Fig. 1: run 1, cells by drive strength
Bar = 20 um.
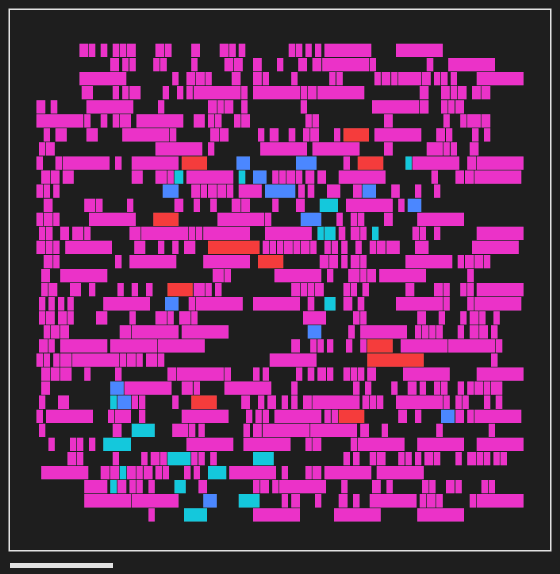
Fig. 2: run 1, the clock network
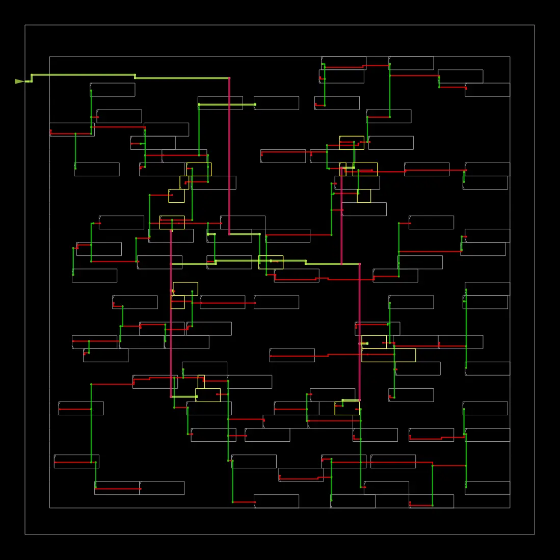
Fig. 3: run 1, M4 wires
Bar = 20 um. Cells faint in the background.
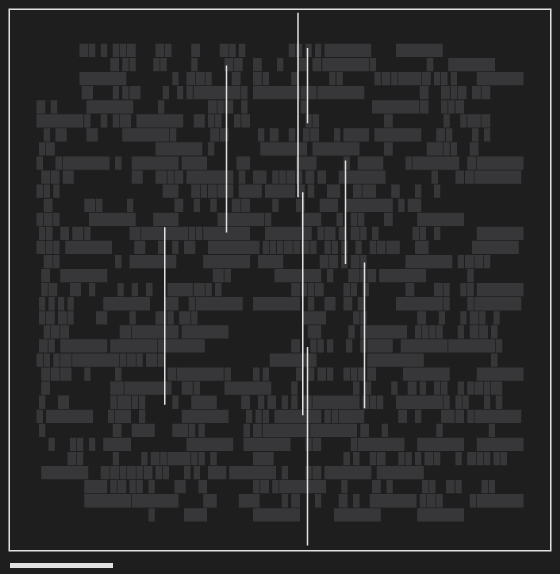
Fig. 4: run 1, signal wires by layer
Only two layers are drawn.
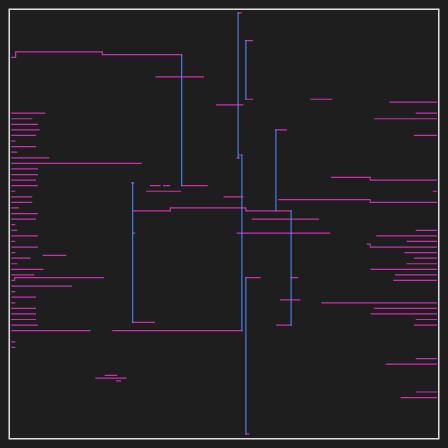
**src/rtl/debug_pkg.sv**
```systemverilog
// Shared definitions for the debug unit: host command bytes, the ACK byte,
// the HALT instruction encoding, the sequencer state encoding and the
// number of words in a state dump (PC followed by 32 registers).
package debug_pkg;

  localparam logic [7:0]  CMD_LOAD   = 8'h4C;  // 'L'
  localparam logic [7:0]  CMD_CONT   = 8'h43;  // 'C'
  localparam logic [7:0]  CMD_STEP   = 8'h53;  // 'S'
  localparam logic [7:0]  ACK_BYTE   = 8'h06;
  localparam logic [31:0] HALT_WORD  = 32'h0000_003F;
  localparam int          DUMP_WORDS = 33;

  typedef enum logic [2:0] {
    ST_IDLE,
    ST_LOAD,
    ST_WRITE,
    ST_ACK,
    ST_RUN,
    ST_STEP,
    ST_DUMP_LATCH,
    ST_DUMP_TX
  } state_t;

endpackage

```
**src/rtl/debug_tx_serializer.sv**
```systemverilog
// Word-to-byte serializer for the state dump.
//   i_load  : capture i_data and start offering its bytes, MSB first
//   o_valid : a byte is offered on o_data
//   i_ready : transmitter accepts; a byte moves when o_valid && i_ready
//   o_done  : combinational, high on the handshake of the last byte
module debug_tx_serializer #(
  parameter int NB_DATA = 32,
  parameter int NB_BYTE = 8
) (
  input  logic               i_clk,
  input  logic               i_rst_n,
  input  logic               i_load,
  input  logic [NB_DATA-1:0] i_data,
  output logic               o_valid,
  output logic [NB_BYTE-1:0] o_data,
  input  logic               i_ready,
  output logic               o_done
);

  localparam int NB_CNT = $clog2(NB_DATA / NB_BYTE);
  localparam logic [NB_CNT-1:0] LAST_BYTE = NB_CNT'(NB_DATA / NB_BYTE - 1);

  logic [NB_DATA-1:0] shift;
  logic [NB_CNT-1:0]  cnt;
  logic               busy;
  logic               last;

  assign last    = (cnt == LAST_BYTE);
  assign o_valid = busy;
  assign o_data  = shift[NB_DATA-1 -: NB_BYTE];
  assign o_done  = busy && i_ready && last;

  // NOTE: state registers use non-blocking assignments so every flop samples
  // pre-edge values regardless of the order the always blocks are evaluated.
  always_ff @(posedge i_clk or negedge i_rst_n) begin
    if (!i_rst_n) begin
      shift <= '0;
      cnt   <= '0;
      busy  <= 1'b0;
    end else if (i_load) begin
      shift <= i_data;
      cnt   <= '0;
      busy  <= 1'b1;
    end else if (busy && i_ready) begin
      if (last) begin
        busy <= 1'b0;
      end else begin
        // The byte on o_data only changes on a handshake, so it stays
        // stable while the transmitter back-pressures.
        shift <= shift << NB_BYTE;
        cnt   <= cnt + 1'b1;
      end
    end
  end

endmodule

```
**src/rtl/debug_unit_ctrl.sv**
```systemverilog
// Host-side sequencer for the MIPS pipeline.
// Takes byte commands from the UART receiver: 'L' loads program words into
// instruction memory (4 bytes per word, MSB first, ended by HALT or a full
// memory, answered with ACK), 'C' runs until a HALT retires, 'S' advances the
// pipeline by one clock. After every run/step the PC and the 32 registers
// are streamed back MSB first (132 bytes).
// Ports:
//   i_clk, i_rst_n              clock, async active-low reset
//   i_rx_valid, i_rx_data       received byte (one-cycle pulse)
//   o_tx_valid, o_tx_data,
//   i_tx_ready                  byte stream to the UART transmitter
//   o_pipe_enable               pipeline advance enable
//   i_halt, i_pc                HALT retiring in write-back, current PC
//   o_reg_addr, i_reg_data      register-file debug read port
//   o_imem_we/addr/data         instruction-memory write port
module debug_unit_ctrl
  import debug_pkg::*;
#(
  parameter int NB_DATA      = 32,
  parameter int NB_BYTE      = 8,
  parameter int NB_IMEM_ADDR = 8,
  parameter int NB_REG_ADDR  = 5
) (
  input  logic                    i_clk,
  input  logic                    i_rst_n,
  input  logic                    i_rx_valid,
  input  logic [NB_BYTE-1:0]      i_rx_data,
  output logic                    o_tx_valid,
  output logic [NB_BYTE-1:0]      o_tx_data,
  input  logic                    i_tx_ready,
  output logic                    o_pipe_enable,
  input  logic                    i_halt,
  input  logic [NB_DATA-1:0]      i_pc,
  output logic [NB_REG_ADDR-1:0]  o_reg_addr,
  input  logic [NB_DATA-1:0]      i_reg_data,
  output logic                    o_imem_we,
  output logic [NB_IMEM_ADDR-1:0] o_imem_addr,
  output logic [NB_DATA-1:0]      o_imem_data
);

  localparam int NB_BCNT = $clog2(NB_DATA / NB_BYTE);
  localparam int NB_IDX  = $clog2(DUMP_WORDS);
  localparam logic [NB_BCNT-1:0] LAST_RX_BYTE = NB_BCNT'(NB_DATA / NB_BYTE - 1);
  localparam logic [NB_IDX-1:0]  LAST_IDX     = NB_IDX'(DUMP_WORDS - 1);

  state_t                  state, state_next;
  logic                    halted;
  logic [NB_IMEM_ADDR-1:0] addr_cnt;
  logic [NB_BCNT-1:0]      byte_cnt;
  logic [NB_DATA-1:0]      word;
  logic [NB_IDX-1:0]       dump_idx;
  logic [NB_DATA-1:0]      dump_word;

  logic                    ser_load;
  logic                    ser_valid;
  logic [NB_BYTE-1:0]      ser_data;
  logic                    ser_done;

  // Index 0 of the dump is the PC; index k is register k-1.
  assign o_reg_addr    = (dump_idx == '0) ? '0 : NB_REG_ADDR'(dump_idx - 1'b1);
  assign dump_word     = (dump_idx == '0) ? i_pc : i_reg_data;

  assign o_pipe_enable = (state == ST_RUN) || (state == ST_STEP);
  assign o_imem_we     = (state == ST_WRITE);
  assign o_imem_addr   = addr_cnt;
  assign o_imem_data   = word;

  debug_tx_serializer #(
    .NB_DATA (NB_DATA),
    .NB_BYTE (NB_BYTE)
  ) u_tx_serializer (
    .i_clk   (i_clk),
    .i_rst_n (i_rst_n),
    .i_load  (ser_load),
    .i_data  (dump_word),
    .o_valid (ser_valid),
    .o_data  (ser_data),
    .i_ready (i_tx_ready),
    .o_done  (ser_done)
  );

  always_ff @(posedge i_clk or negedge i_rst_n) begin
    if (!i_rst_n) begin
      state <= ST_IDLE;
    end else begin
      state <= state_next;
    end
  end

  // NOTE: every signal written here gets a default first, so no path through
  // the case statement can leave one unassigned and infer a latch.
  always_comb begin
    state_next = state;
    ser_load   = 1'b0;
    o_tx_valid = 1'b0;
    o_tx_data  = '0;
    case (state)
      ST_IDLE: begin
        if (i_rx_valid) begin
          if (i_rx_data == NB_BYTE'(CMD_LOAD)) begin
            state_next = ST_LOAD;
          end else if (i_rx_data == NB_BYTE'(CMD_CONT)) begin
            state_next = halted ? ST_DUMP_LATCH : ST_RUN;
          end else if (i_rx_data == NB_BYTE'(CMD_STEP)) begin
            state_next = halted ? ST_DUMP_LATCH : ST_STEP;
          end
        end
      end
      ST_LOAD: begin
        if (i_rx_valid && (byte_cnt == LAST_RX_BYTE)) begin
          state_next = ST_WRITE;
        end
      end
      ST_WRITE: begin
        // A full memory ends the load even without a HALT word, so the
        // address counter never wraps onto word 0.
        if ((word == NB_DATA'(HALT_WORD)) || (addr_cnt == '1)) begin
          state_next = ST_ACK;
        end else begin
          state_next = ST_LOAD;
        end
      end
      ST_ACK: begin
        o_tx_valid = 1'b1;
        o_tx_data  = NB_BYTE'(ACK_BYTE);
        if (i_tx_ready) begin
          state_next = ST_IDLE;
        end
      end
      ST_RUN: begin
        if (i_halt) begin
          state_next = ST_DUMP_LATCH;
        end
      end
      ST_STEP: begin
        state_next = ST_DUMP_LATCH;
      end
      ST_DUMP_LATCH: begin
        ser_load   = 1'b1;
        state_next = ST_DUMP_TX;
      end
      ST_DUMP_TX: begin
        o_tx_valid = ser_valid;
        o_tx_data  = ser_data;
        if (ser_done) begin
          state_next = (dump_idx == LAST_IDX) ? ST_IDLE : ST_DUMP_LATCH;
        end
      end
      default: state_next = ST_IDLE;
    endcase
  end

  always_ff @(posedge i_clk or negedge i_rst_n) begin
    if (!i_rst_n) begin
      halted   <= 1'b0;
      addr_cnt <= '0;
      byte_cnt <= '0;
      word     <= '0;
      dump_idx <= '0;
    end else begin
      case (state)
        ST_IDLE: begin
          if (i_rx_valid && (i_rx_data == NB_BYTE'(CMD_LOAD))) begin
            halted   <= 1'b0;
            addr_cnt <= '0;
            byte_cnt <= '0;
          end
        end
        ST_LOAD: begin
          if (i_rx_valid) begin
            word     <= {word[NB_DATA-NB_BYTE-1:0], i_rx_data};
            byte_cnt <= byte_cnt + 1'b1;
          end
        end
        ST_WRITE: addr_cnt <= addr_cnt + 1'b1;
        ST_RUN, ST_STEP: begin
          if (i_halt) begin
            halted <= 1'b1;
          end
        end
        ST_DUMP_TX: begin
          if (ser_done) begin
            dump_idx <= (dump_idx == LAST_IDX) ? '0 : dump_idx + 1'b1;
          end
        end
        default: ;
      endcase
    end
  end

endmodule

```
**config.mk**
```make
export PLATFORM = sky130hd
export DESIGN_NAME = debug_unit_ctrl
export DESIGN_NICKNAME = d
export VERILOG_FILES = /design/src/rtl/debug_pkg.sv /design/src/rtl/debug_tx_serializer.sv /design/src/rtl/debug_unit_ctrl.sv
export SDC_FILE = /design/constraint.sdc
export NUM_CORES = 1
export LEC_CHECK = 0
export ABC_AREA = 1
export CORE_MARGIN = 5
export CORE_UTILIZATION = 50
export CTS_CLUSTER_DIAMETER = 200
export CTS_CLUSTER_SIZE = 16
export DETAILED_ROUTE_END_ITERATION = 8
export DONT_BUFFER_PORTS = 1
export SLEW_MARGIN = 20
export SYNTH_ARGS = -nofsm -noshare
export SYNTH_HDL_FRONTEND = slang
export SYNTH_SLANG_ARGS = --single-unit
```
**constraint.sdc**
```tcl
create_clock -name i_clk -period 2.41 [get_ports i_clk]
set_input_delay 0.6025 -clock i_clk [delete_from_list [all_inputs] [get_ports i_clk]]
set_output_delay 0.6025 -clock i_clk [all_outputs]
set_load 0.02 [all_outputs]
```
==> flow_metrics.env, run 1 <==
# implementation run metrics
export IMPL_vias=3696
export IMPL_drtPass1Iterations=4
export IMPL_cts_tree="yes"
export IMPL_p_sw_uw=1640
export IMPL_maxSlewHeadroom=0.576
export IMPL_mux_share=0.00506
export IMPL_core_area_sq_um=8720
export IMPL_sequentialPowerShare=0.442
export IMPL_cts_sinks=87
export IMPL_fin_crit_ns=2.21
export IMPL_wl_um=10400
export IMPL_yosysCellCount=588
export IMPL_fillers=843
export IMPL_viasPerCell=5.30
export IMPL_crit_required_ns=1.81
export IMPL_fp_dieH_um=104
export IMPL_p_per_area_nw_per_um2=916
export IMPL_syn_area_sq_um=4450
export IMPL_fmax_ghz=0.453
export IMPL_reg2reg_depth=9
export IMPL_yosysWarnings=0
export IMPL_clkSlewWorstSetupHoldPaths_ns=0.09
export IMPL_grt_pass1_wl_um=17300
export IMPL_ys_types=31
export IMPL_power_total_uw=4370
export IMPL_layout_top_cell="nor2_1"
export IMPL_dieArea_sq_um=10900
export IMPL_hold_path_class="in2async"
export IMPL_drv_cap=0
export IMPL_syn2layout_area_growth_pct=7.13
export IMPL_path_depth=7
export IMPL_whs_ns=-0.0700
export IMPL_ys_sh_aoi=0.157
export IMPL_dpl_cell_count=680
export IMPL_worstPathMaxFanout=5
export IMPL_synth_seq_share=0.489
export IMPL_portBuffers=0
export IMPL_rows=34
export IMPL_criticalPathCategory="reg2out"
export IMPL_grt_total_usage=0.192
export IMPL_yosys_area_share_adder=0.0140
export IMPL_synthCells=588
export IMPL_initCoreUtil=0.511
export IMPL_regArea_sq_um=2180
export IMPL_path_delay_family="flip-flops"
export IMPL_layout_cells_non_filler=697
export IMPL_wl_per_cell_um=14.9
export IMPL_diodes=0
export IMPL_post_cts_buffers=0
export IMPL_cts_resized=0
export IMPL_grt_max_degree=88
export IMPL_fp_dieW_um=104
export IMPL_peakVddDrop_v=0.000496
export IMPL_post_route_drc_count=0
export IMPL_swShare=0.376
export IMPL_first_iter_violations=143
export IMPL_cpPeakStageDelay_ns=0.41
export IMPL_place_ws_ns=0.417
export IMPL_syn_avg_cell_area_sq_um=7.58
export IMPL_yosysChipArea_sq_um=4450
export IMPL_internal_power_uw=2730
export IMPL_postRouteAntennaNets=0
export IMPL_dp_hpwl_um=7620
export IMPL_synth_seq_cells=87
export IMPL_tns_ns=0
export IMPL_clk_root_buffer_cell="clkbuf_8"
export IMPL_nets=666
export IMPL_clock_path_buffers=2
export IMPL_xor_area_frac=0.00393
export IMPL_p_clk_frac=0.229
export IMPL_gp_congestion=0.798
export IMPL_logic_area_sq_um=1940
export IMPL_grt_ovfl_total=0
export IMPL_worstPathArrival_ns=1.61
export IMPL_fp_nets=670
export IMPL_critical_path_buf_inv_count=3
export IMPL_finalClockSkew_ns=0.0130
export IMPL_antenna_found_initial=0
export IMPL_violations="negative hold slack"
export IMPL_worstMarginPinSlew_ns=0.634
export IMPL_p_leak_uw=0.00234
export IMPL_crit_chain="inv_2 -> ha_2 -> nand2_1 -> inv_1 -> nand3_2 -> o21ai_0 -> buf_4"
export IMPL_status="complete, but fails checks"
export IMPL_combPwrFrac=0.330
export IMPL_timing_final_crit_share=0.917
export IMPL_final_hold_viol_count=87
export IMPL_setup_ws_ns=0.201
export IMPL_crit_slowest_cell="dfrtp_1"
export IMPL_openroad_warnings=29
export IMPL_layout_drive_gt1_share=0.0747
export IMPL_cp_end_kind="primary output"
export IMPL_slew_viol_final=0
export IMPL_lay_top_cells="nor2_1, nand2_1, dfrtp_1, o21ai_0, inv_1"
export IMPL_synth_simple_area_share=0.250
export IMPL_rsz0062_at_grt="no"
export IMPL_setup_viol=0
export IMPL_critPathLaunchType="flip-flop"
export IMPL_grt_pass1_vias=3514
export IMPL_num_io_pins=133
export IMPL_htree_levels=3
Notes on Fig. 1 above:
- drive 2: cyan (cells 19; share 3.2%)
- drive 6 and up: red (cells 11; share 1.9%)
- drive 1 or less: magenta (cells 545; share 93%)
- drive 3 to 4: blue (cells 14; share 2.4%)

Notes on Fig. 2 above:
TritonCTS buffer count: 9
final-layout clock buffer total: 11
registers: 87
clk_lat worst skew: 0.35 ns

Notes on Fig. 3 above:
- main direction: vertical
- wire length on this layer: 244 um
- nets with wire on the layer: 6

Notes on Fig. 4 above:
- met4: blue (wire length 244 um)
- met3: magenta (wire length 795 um)

[run 1: through the flow]
stage / instance area [sq um] / util
2_1_floorplan: 4450 / -
3_3_place_gp: 4550 / 0.521
3_5_place_dp: 4550 / 0.521
4_1_cts: 4740 / 0.543
5_1_grt: 4770 / 0.547
6_report: 4770 / 0.547
[run 1: power by group through the flow]
stage	logic [uW]	clock network, uW	registers, uW
floorplan	1170	0	1920
global placement	1380	0	1950
detailed placement	1410	0	1960
CTS	1420	1030	1930
global route	1650	1100	1970
finish	1440	999	1930
[run 1: state kept, by name, summed over array words and instances (netlist names)]
signal / count
halted: 1
dump_idx: 6
byte_cnt: 2
u_tx_serializer.cnt: 2
u_tx_serializer.o_valid: 1
state: 3
o_imem_data: 32
u_tx_serializer.shift: 32
o_imem_addr: 8
[run 1: kinds of logic after synthesis]
| kind of cell | after synthesis |
|---|---|
| adders and majority gates | 5 |
| and+or+nand+nor | 272 |
| AOI/OAI and AO/OA | 131 |
| buffers and inverters | 89 |
| DFF | 87 |
| muxes | 2 |
| xor gates and xnor gates | 2 |
[run 1: metal layers]
metal / routed length [um] / up-vias / share of wire / global-route usage
li1: - / 1886 / - / -
met1: 4550 / 1677 / 0.44 / 0.255
met2: 4810 / 114 / 0.46 / 0.298
met3: 795 / 19 / 0.076 / 0.0540
met4: 244 / 0 / 0.023 / 0.0712
met5: 0 / - / 0 / 0
[run 1: final timing paths]
| path | end | slack, ns | startpoint |
|---|---|---|---|
| worst max register to register | u_tx_serializer.shift[27] | 0.54 | dump_idx[0] |
| max in group asynchronous | u_tx_serializer.shift[18] | 2.36 | i_rst_n |
| worst min register to register | u_tx_serializer.cnt[0] | 0.48 | u_tx_serializer.cnt[0] |
| min in group i_clk | byte_cnt[1] | 0.39 | i_rx_valid |
| worst min-delay path | o_imem_data[27] | -0.07 | i_rst_n |
| worst max-delay path | o_reg_addr[4] | 0.20 | dump_idx[0] |
[run 1: final cells by class]
class | instances | share of cell area
Clock buffer | 11 | 0.0275
Clock inverter | 5 | 0.0123
Inverter | 65 | 0.0511
Multi-Input combinational cell | 412 | 0.406
Sequential cell | 87 | 0.456
Tap cell | 108 | 0.0283
Timing Repair Buffer | 9 | 0.0184
[run 1: synth_stat cells]
master / instances / area share
a21oi_1: 20 / 0.022
a31oi_1: 18 / 0.025
and2_0: 1 / 0.0014
buf_2: 14 / 0.016
buf_4: 3 / 0.0051
clkbuf_1: 7 / 0.0059
dfrtp_1: 87 / 0.49
ha_1: 5 / 0.014
inv_1: 59 / 0.050
inv_2: 6 / 0.0051
mux2_2: 2 / 0.0051
nand2_1: 115 / 0.097
nand2_2: 2 / 0.0028
nand2_4: 1 / 0.0025
nand3_1: 23 / 0.026
nand3b_1: 1 / 0.0017
nand4_1: 1 / 0.0014
nand4_2: 1 / 0.0028
nor2_1: 119 / 0.10
nor2_2: 1 / 0.0014
nor2_4: 1 / 0.0025
nor3_1: 4 / 0.0045
nor3b_2: 2 / 0.0056
o211ai_1: 1 / 0.0017
o21a_1: 1 / 0.0017
o21ai_0: 76 / 0.085
o21ai_1: 5 / 0.0056
o22ai_1: 8 / 0.011
o31ai_1: 1 / 0.0017
o32ai_1: 1 / 0.0020
xor2_1: 2 / 0.0039
## Run 2: what changed since run 1
--- a/config.mk
+++ b/config.mk
@@ -6,13 +6,14 @@
 export NUM_CORES = 1
 export LEC_CHECK = 0
 export ABC_AREA = 1
+export CAP_MARGIN = 20
 export CORE_MARGIN = 5
 export CORE_UTILIZATION = 50
 export CTS_CLUSTER_DIAMETER = 200
 export CTS_CLUSTER_SIZE = 16
 export DETAILED_ROUTE_END_ITERATION = 8
 export DONT_BUFFER_PORTS = 1
-export SLEW_MARGIN = 20
+export SLEW_MARGIN = 0
 export SYNTH_ARGS = -nofsm -noshare
 export SYNTH_HDL_FRONTEND = slang
 export SYNTH_SLANG_ARGS = --single-unit
Fig. 5: run 2, signal wires by layer
Only two layers are drawn.
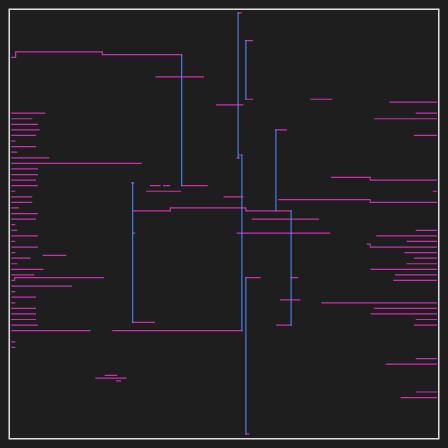
Routed WL: 10400 um
GR Util All Layers: 0.192
Via Count: 3696
routed len/inst: 14.9 um

Fig. 6: run 2, cells by drive strength
Bar = 20 um.
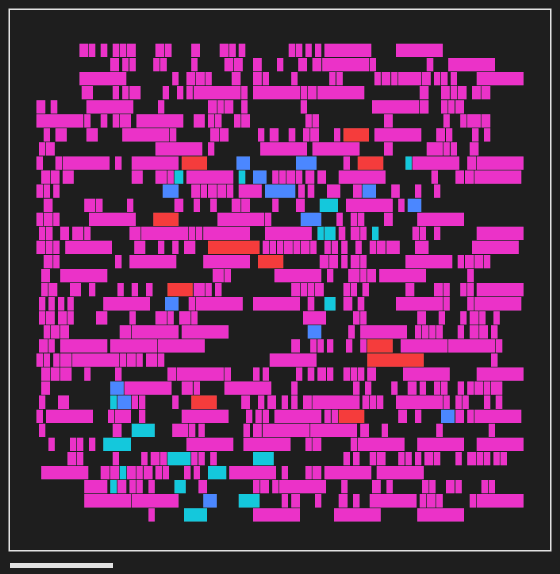
- drive 1 or less: magenta (cells 545; share 93%)
- drive 6 and up: red (cells 11; share 1.9%)
- drive 2: cyan (cells 19; share 3.2%)
- drive 3 to 4: blue (cells 14; share 2.4%)

==> flow_metrics.env, run 2 <==
# implementation run metrics
export IMPL_first_iter_violations=143
export IMPL_yosysWarnings=0
export IMPL_criticalPathCategory="reg2out"
export IMPL_yosysChipArea_sq_um=4450
export IMPL_syn_area_sq_um=4450
export IMPL_use_met3=0.0540
export IMPL_grt_ovfl_total=0
export IMPL_tns_ns=0
export IMPL_power_total_uw=4370
export IMPL_worstPathArrival_ns=1.61
export IMPL_gr_usage_met2=0.298
export IMPL_timing_final_crit_share=0.917
export IMPL_post_route_drc_count=0
export IMPL_post_cts_buffers=0
export IMPL_grt_pass1_wl_um=17300
export IMPL_sequentialPowerShare=0.442
export IMPL_clk_latency_ns=0.35
export IMPL_layout_drive_gt1_share=0.0747
export IMPL_grt_pass1_vias=3514
export IMPL_antenna_found_initial=0
export IMPL_num_io_pins=133
export IMPL_fp_nets=670
export IMPL_maxSlewHeadroom=0.576
export IMPL_synth_async_reset_ratio=1.00
export IMPL_rows=34
export IMPL_ys_types=31
export IMPL_top_area_cell="dfrtp_1"
export IMPL_swShare=0.376
export IMPL_setup_ws_ns=0.201
export IMPL_openroad_warnings=29
export IMPL_clk_root_buffer_cell="clkbuf_8"
export IMPL_peakVddDrop_v=0.000496
export IMPL_initCoreUtil=0.511
export IMPL_syn2layout_area_growth_pct=7.13
export IMPL_synth_seq_share=0.489
export IMPL_core_area_sq_um=8720
export IMPL_rsz0062_at_grt="no"
export IMPL_p_clk_frac=0.229
export IMPL_worstPathMaxFanout=5
export IMPL_fmax_ghz=0.453
export IMPL_grt_max_degree=88
export IMPL_fp_dieH_um=104
export IMPL_clock_path_buffers=2
export IMPL_use_met1=0.255
export IMPL_hold_path_class="in2async"
export IMPL_edf_count=0
export IMPL_status="complete, but fails checks"
export IMPL_p_sw_uw=1640
export IMPL_diodes=0
export IMPL_grt_busiest_layer="met2"
export IMPL_cp_end_kind="primary output"
export IMPL_yosysCellCount=588
export IMPL_portBuffers=0
export IMPL_synthCells=588
export IMPL_gp_congestion=0.798
export IMPL_p_leak_uw=0.00234
export IMPL_violations="negative hold slack"
export IMPL_synth_seq_cells=87
export IMPL_yosysTopAreaCellShare=0.489
export IMPL_clkSlewWorstSetupHoldPaths_ns=0.09
export IMPL_final_hold_viol_count=87
export IMPL_slew_viol_final=0
export IMPL_drtPass1Iterations=4
export IMPL_viasPerCell=5.30
export IMPL_dp_hpwl_um=7620
export IMPL_whs_ns=-0.0700
export IMPL_yosysMostFrequentCell="nor2_1"
export IMPL_cts_buffers=9
export IMPL_lay_top_cells="nor2_1, nand2_1, dfrtp_1, o21ai_0, inv_1"
export IMPL_top_cells_by_area="dfrtp_1, nor2_1, nand2_1, o21ai_0, inv_1"
export IMPL_htree_levels=3
export IMPL_layout_top_cell="nor2_1"
export IMPL_critPathLaunchType="flip-flop"
export IMPL_nets=666
export IMPL_postRouteAntennaNets=0
export IMPL_fp_dieW_um=104
export IMPL_cts_tree="yes"
export IMPL_combPwrFrac=0.330
export IMPL_drv_cap=0
export IMPL_synthTopCellsByCount="nor2_1, nand2_1, dfrtp_1, o21ai_0, inv_1"
export IMPL_setup_viol=0
export IMPL_flop_cell="dfrtp_1"
export IMPL_dieArea_sq_um=10900
export IMPL_crit_required_ns=1.81
export IMPL_worstMarginPinSlew_ns=0.634
export IMPL_syn_avg_cell_area_sq_um=7.58
export IMPL_internal_power_uw=2730
export IMPL_fin_crit_ns=2.21
export IMPL_place_ws_ns=0.417
export IMPL_p_per_area_nw_per_um2=916
Fig. 7: run 2, the clock network
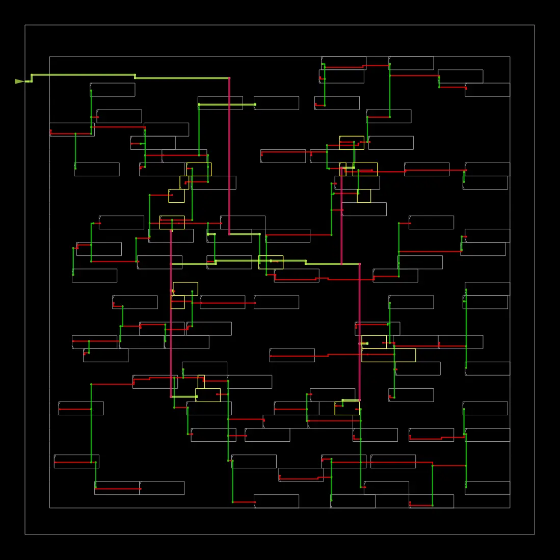
Setup Skew: 0.0130 ns
Clk. pwr: 999 uW
clk sinks: 87

## run 2: path summary, 6_finish.rpt
path | cells after the start | endpoint | slack (ns) | startpoint
setup / recovery | 7 | o_reg_addr[4] | 0.20 | dump_idx[0]
hold / removal | 0 | o_imem_data[27] | -0.07 | i_rst_n
setup reg to reg | 9 | u_tx_serializer.shift[27] | 0.54 | dump_idx[0]
hold reg to reg | 1 | u_tx_serializer.cnt[0] | 0.48 | u_tx_serializer.cnt[0]
max in group asynchronous | 0 | u_tx_serializer.shift[18] | 2.36 | i_rst_n
min in group i_clk | 2 | byte_cnt[1] | 0.39 | i_rx_valid
## run 2: cell type report
type / instances / area [sq um]
clock buffer: 11 / 131
timing repair buffer: 9 / 87.6
sequential: 87 / 2180
inverter: 65 / 244
clock inverter: 5 / 58.8
tap: 108 / 135
multi-input combinational: 412 / 1940
fill: 843 / 3950
## run 2: kinds of logic (layout without fill, tap and decap cells)
family                   Yosys count  after routing  share of synthesized area
flip-flops                        87             87                      0.489
XOR/XNOR                           2              2                    0.00393
AND/OR/NAND/NOR                  272            272                      0.250
AND-OR/OR-AND                    131            131                      0.157
adder cells (fa/ha/maj)            5              5                     0.0140
buffers and inverters             89             90                     0.0815
multiplexers                       2              2                    0.00506
## run 2: repair_timing
item                                   4_1_cts  5_1_grt
setup endpoints to repair                    0        2
endpoints found under the hold margin       87       87
gates resized                                0        3
## run 2: metrics by stage
stage / utilization / hold WS [ns] / std cells / area, sq um
detailed placement: 0.521 / 0.309 / 680 / 4550
floorplan: - / 0.307 / 588 / 4450
global placement: 0.521 / 0.309 / 680 / 4550
finish: 0.547 / -0.0700 / 697 / 4770
CTS: 0.543 / -0.0912 / 696 / 4740
global route: 0.547 / -0.0978 / 697 / 4770
## run 2: per-layer routing
layer,vias to the layer above,part of all wire
met5,-,0
met4,0,0.023
met3,19,0.076
met2,114,0.46
met1,1677,0.44
li1,1886,-
## run 2: worst max-delay path: stages, from the launching register on
cell	delay [ns]
dfrtp_1	0.41
inv_2	0.10
ha_2	0.22
nand2_1	0.06
inv_1	0.07
nand3_2	0.12
o21ai_0	0.11
buf_4	0.16
## run 2: power groups by stage
| stage | Sequential, uW | Combinational [uW] | Clock, uW |
|---|---|---|---|
| floorplan | 1920 | 1170 | 0 |
| global placement | 1950 | 1380 | 0 |
| detailed placement | 1960 | 1410 | 0 |
| CTS | 1930 | 1420 | 1030 |
| global route | 1970 | 1650 | 1100 |
| finish | 1930 | 1440 | 999 |
Fig. 8: run 2, metal 2
Cells faint in the background.
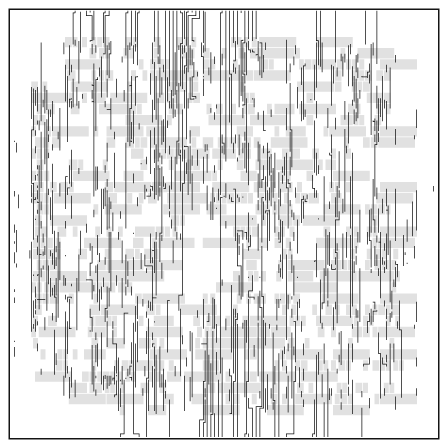

## Run 3: what changed since run 2
--- a/config.mk
+++ b/config.mk
@@ -9,6 +9,7 @@
 export CAP_MARGIN = 20
 export CORE_MARGIN = 5
 export CORE_UTILIZATION = 50
+export CTS_BUF_LIST = sky130_fd_sc_hd__clkbuf_8
 export CTS_CLUSTER_DIAMETER = 200
 export CTS_CLUSTER_SIZE = 16
 export DETAILED_ROUTE_END_ITERATION = 8
Fig. 9: run 3, metal 2
Cells faint in the background.
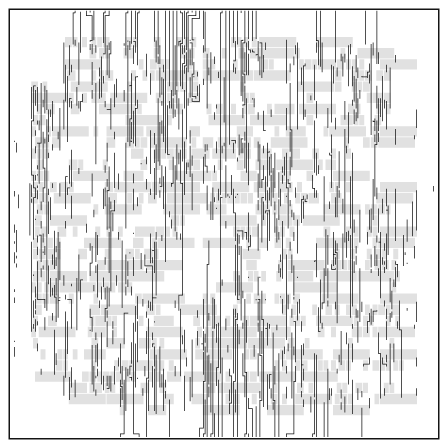
- main direction: vertical
- share of all routed wire: 46%
- longest straight run: 46.6 um
- nets with wire on the layer: 512

Fig. 10: run 3, the clock network
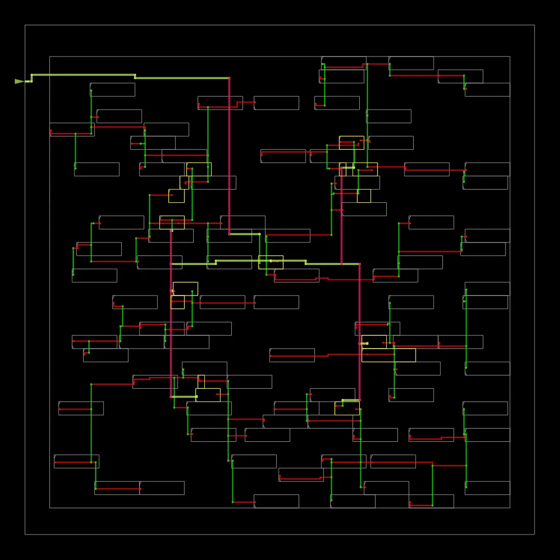
Clk. pwr: 990 uW
Setup Skew: 0.0129 ns
final-layout clock buffer total: 9

Fig. 11: run 3, cells by drive strength
Bar = 20 um.
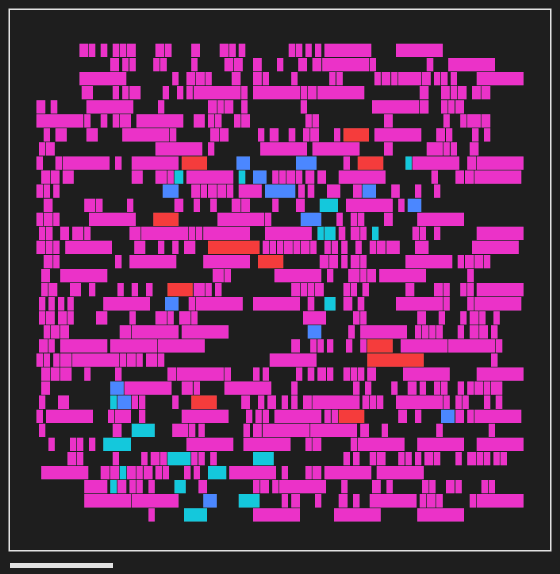
Signal buffers: 9
P&R area growth vs syn: 7.13%
final design area excluding fillers: 4770 sq um
fin worst setup slack: 0.201 ns

==> flow_metrics.env, run 3 <==
# implementation run metrics
export IMPL_status="complete, but fails checks"
export IMPL_violations="negative hold slack"
export IMPL_htree_levels=3
export IMPL_hold_path_class="in2async"
export IMPL_fin_crit_ns=2.21
export IMPL_grt_pass1_vias=3514
export IMPL_worstPathArrival_ns=1.61
export IMPL_post_route_drc_count=0
export IMPL_timing_final_crit_share=0.916
export IMPL_peakVddDrop_v=0.000495
export IMPL_drv_cap=0
export IMPL_synth_async_reset_ratio=1.00
export IMPL_maxSlewHeadroom=0.581
export IMPL_antenna_found_initial=0
export IMPL_syn_area_sq_um=4450
export IMPL_fin_util=0.547
export IMPL_postRouteAntennaNets=0
export IMPL_layout_top_cell="nor2_1"
export IMPL_core_area_sq_um=8720
export IMPL_placed_area_sq_um=4550
export IMPL_r2r_setup_slack_ns=0.53
export IMPL_cp_end_kind="primary output"
export IMPL_yosysMostFrequentCell="nor2_1"
export IMPL_reg2reg_depth=9
export IMPL_first_iter_violations=140
export IMPL_critPathLaunchType="flip-flop"
export IMPL_wl_per_cell_um=14.9
export IMPL_fp_dieH_um=104
export IMPL_final_hold_viol_count=87
export IMPL_crit_required_ns=1.81
export IMPL_flop_cell="dfrtp_1"
export IMPL_crit_end="o_reg_addr[4]"
export IMPL_cts_tree="yes"
export IMPL_portBuffers=0
export IMPL_worstMarginPinSlew_ns=0.626
export IMPL_initCoreUtil=0.511
export IMPL_ys_types=31
export IMPL_synthTopCellsByCount="nor2_1, nand2_1, dfrtp_1, o21ai_0, inv_1"
export IMPL_syn_avg_cell_area_sq_um=7.58
export IMPL_nets=666
export IMPL_clk_root_buffer_cell="clkbuf_8"
export IMPL_p_leak_uw=0.00235
export IMPL_fp_nets=670
export IMPL_yosysTopAreaCellShare=0.489
export IMPL_clkSlewWorstSetupHoldPaths_ns=0.09
export IMPL_synth_seq_share=0.489
export IMPL_slew_viol_final=0
export IMPL_fp_dieW_um=104
export IMPL_post_cts_buffers=0
export IMPL_num_io_pins=133
export IMPL_rsz0062_at_grt="no"
export IMPL_clk_latency_ns=0.35
export IMPL_top_area_cell="dfrtp_1"
export IMPL_rows=34
export IMPL_layout_drive_gt1_share=0.0747
export IMPL_yosysWarnings=0
export IMPL_dp_hpwl_um=7620
export IMPL_vias=3708
export IMPL_synthCells=588
export IMPL_dieArea_sq_um=10900
export IMPL_cts_buffers=9
export IMPL_whs_ns=-0.0701
export IMPL_edf_count=0
export IMPL_viasPerCell=5.32
export IMPL_synth_seq_cells=87
export IMPL_criticalPathCategory="reg2out"
export IMPL_grt_pass1_wl_um=17300
export IMPL_lay_top_cells="nor2_1, nand2_1, dfrtp_1, o21ai_0, inv_1"
export IMPL_tns_ns=0
export IMPL_grt_ovfl_total=0
export IMPL_clock_path_buffers=2
export IMPL_yosysChipArea_sq_um=4450
export IMPL_p_per_area_nw_per_um2=914
export IMPL_place_ws_ns=0.417
export IMPL_reg2reg_from="dump_idx[0]"
export IMPL_crit_start="dump_idx[0]"
## run 3: cell families after synthesis
group           count (synthesis)  synth area share
compound gates                131             0.157
xor+xnor                        2           0.00393
fa+ha+maj                       5            0.0140
buf+inv                        89            0.0815
flops                          87             0.489
mux                             2           0.00506
simple gates                  272             0.250
## run 3: where the power goes
part | internal [uW] | switching, uW
sequential | 1770 | 159
combinational | 474 | 965
clock | 472 | 518
total | 2720 | 1640
## run 3: final cells by class
cell class	count	area, sq um
Fill cell	843	3950
Sequential cell	87	2180
Clock inverter	7	66.3
Tap cell	108	135
Timing Repair Buffer	9	87.6
Clock buffer	9	124
Inverter	65	244
Multi-Input combinational cell	412	1940
## run 3: critical path, stage by stage, from the launching register on
cell and delay (ns):
dfrtp_1 0.41, inv_2 0.10, ha_2 0.22, nand2_1 0.06, inv_1 0.07, nand3_2 0.12, o21ai_0 0.11, buf_4 0.16
## run 3: repair_timing
| action | 4_1_cts | 5_1_grt |
|---|---|---|
| resized | 0 | 3 |
| endpoints found under the hold margin | 87 | 87 |
| endpoints found under the setup margin | 0 | 2 |
## run 3: per-stage QoR
step	std cells	total power, uW
after detailed placement	680	3370
after floorplan	588	3090
after global placement	680	3330
after CTS	696	4370
final	697	4360
after global routing	697	4710
## run 3: layer usage
| metal | part of all wire | up-vias | track usage |
|---|---|---|---|
| li1 | - | 1889 | - |
| met1 | 0.44 | 1685 | 0.255 |
| met2 | 0.46 | 115 | 0.298 |
| met3 | 0.077 | 19 | 0.0540 |
| met4 | 0.024 | 0 | 0.0712 |
| met5 | 0 | - | 0 |
## run 3: worst min path at each step
stage          startpoint              end  slack, ns  cells after the start
3_5_place_dp      i_rst_n  o_imem_data[27]       0.31                      0
5_1_grt           i_rst_n  o_imem_data[27]       -0.1                      0
4_1_cts           i_rst_n   o_imem_data[2]      -0.09                      0
6_report          i_rst_n  o_imem_data[27]      -0.07                      0
2_1_floorplan     i_rst_n      byte_cnt[0]       0.31                      0
3_3_place_gp      i_rst_n  o_imem_data[27]       0.31                      0
Power and IR drop assume default switching activity.
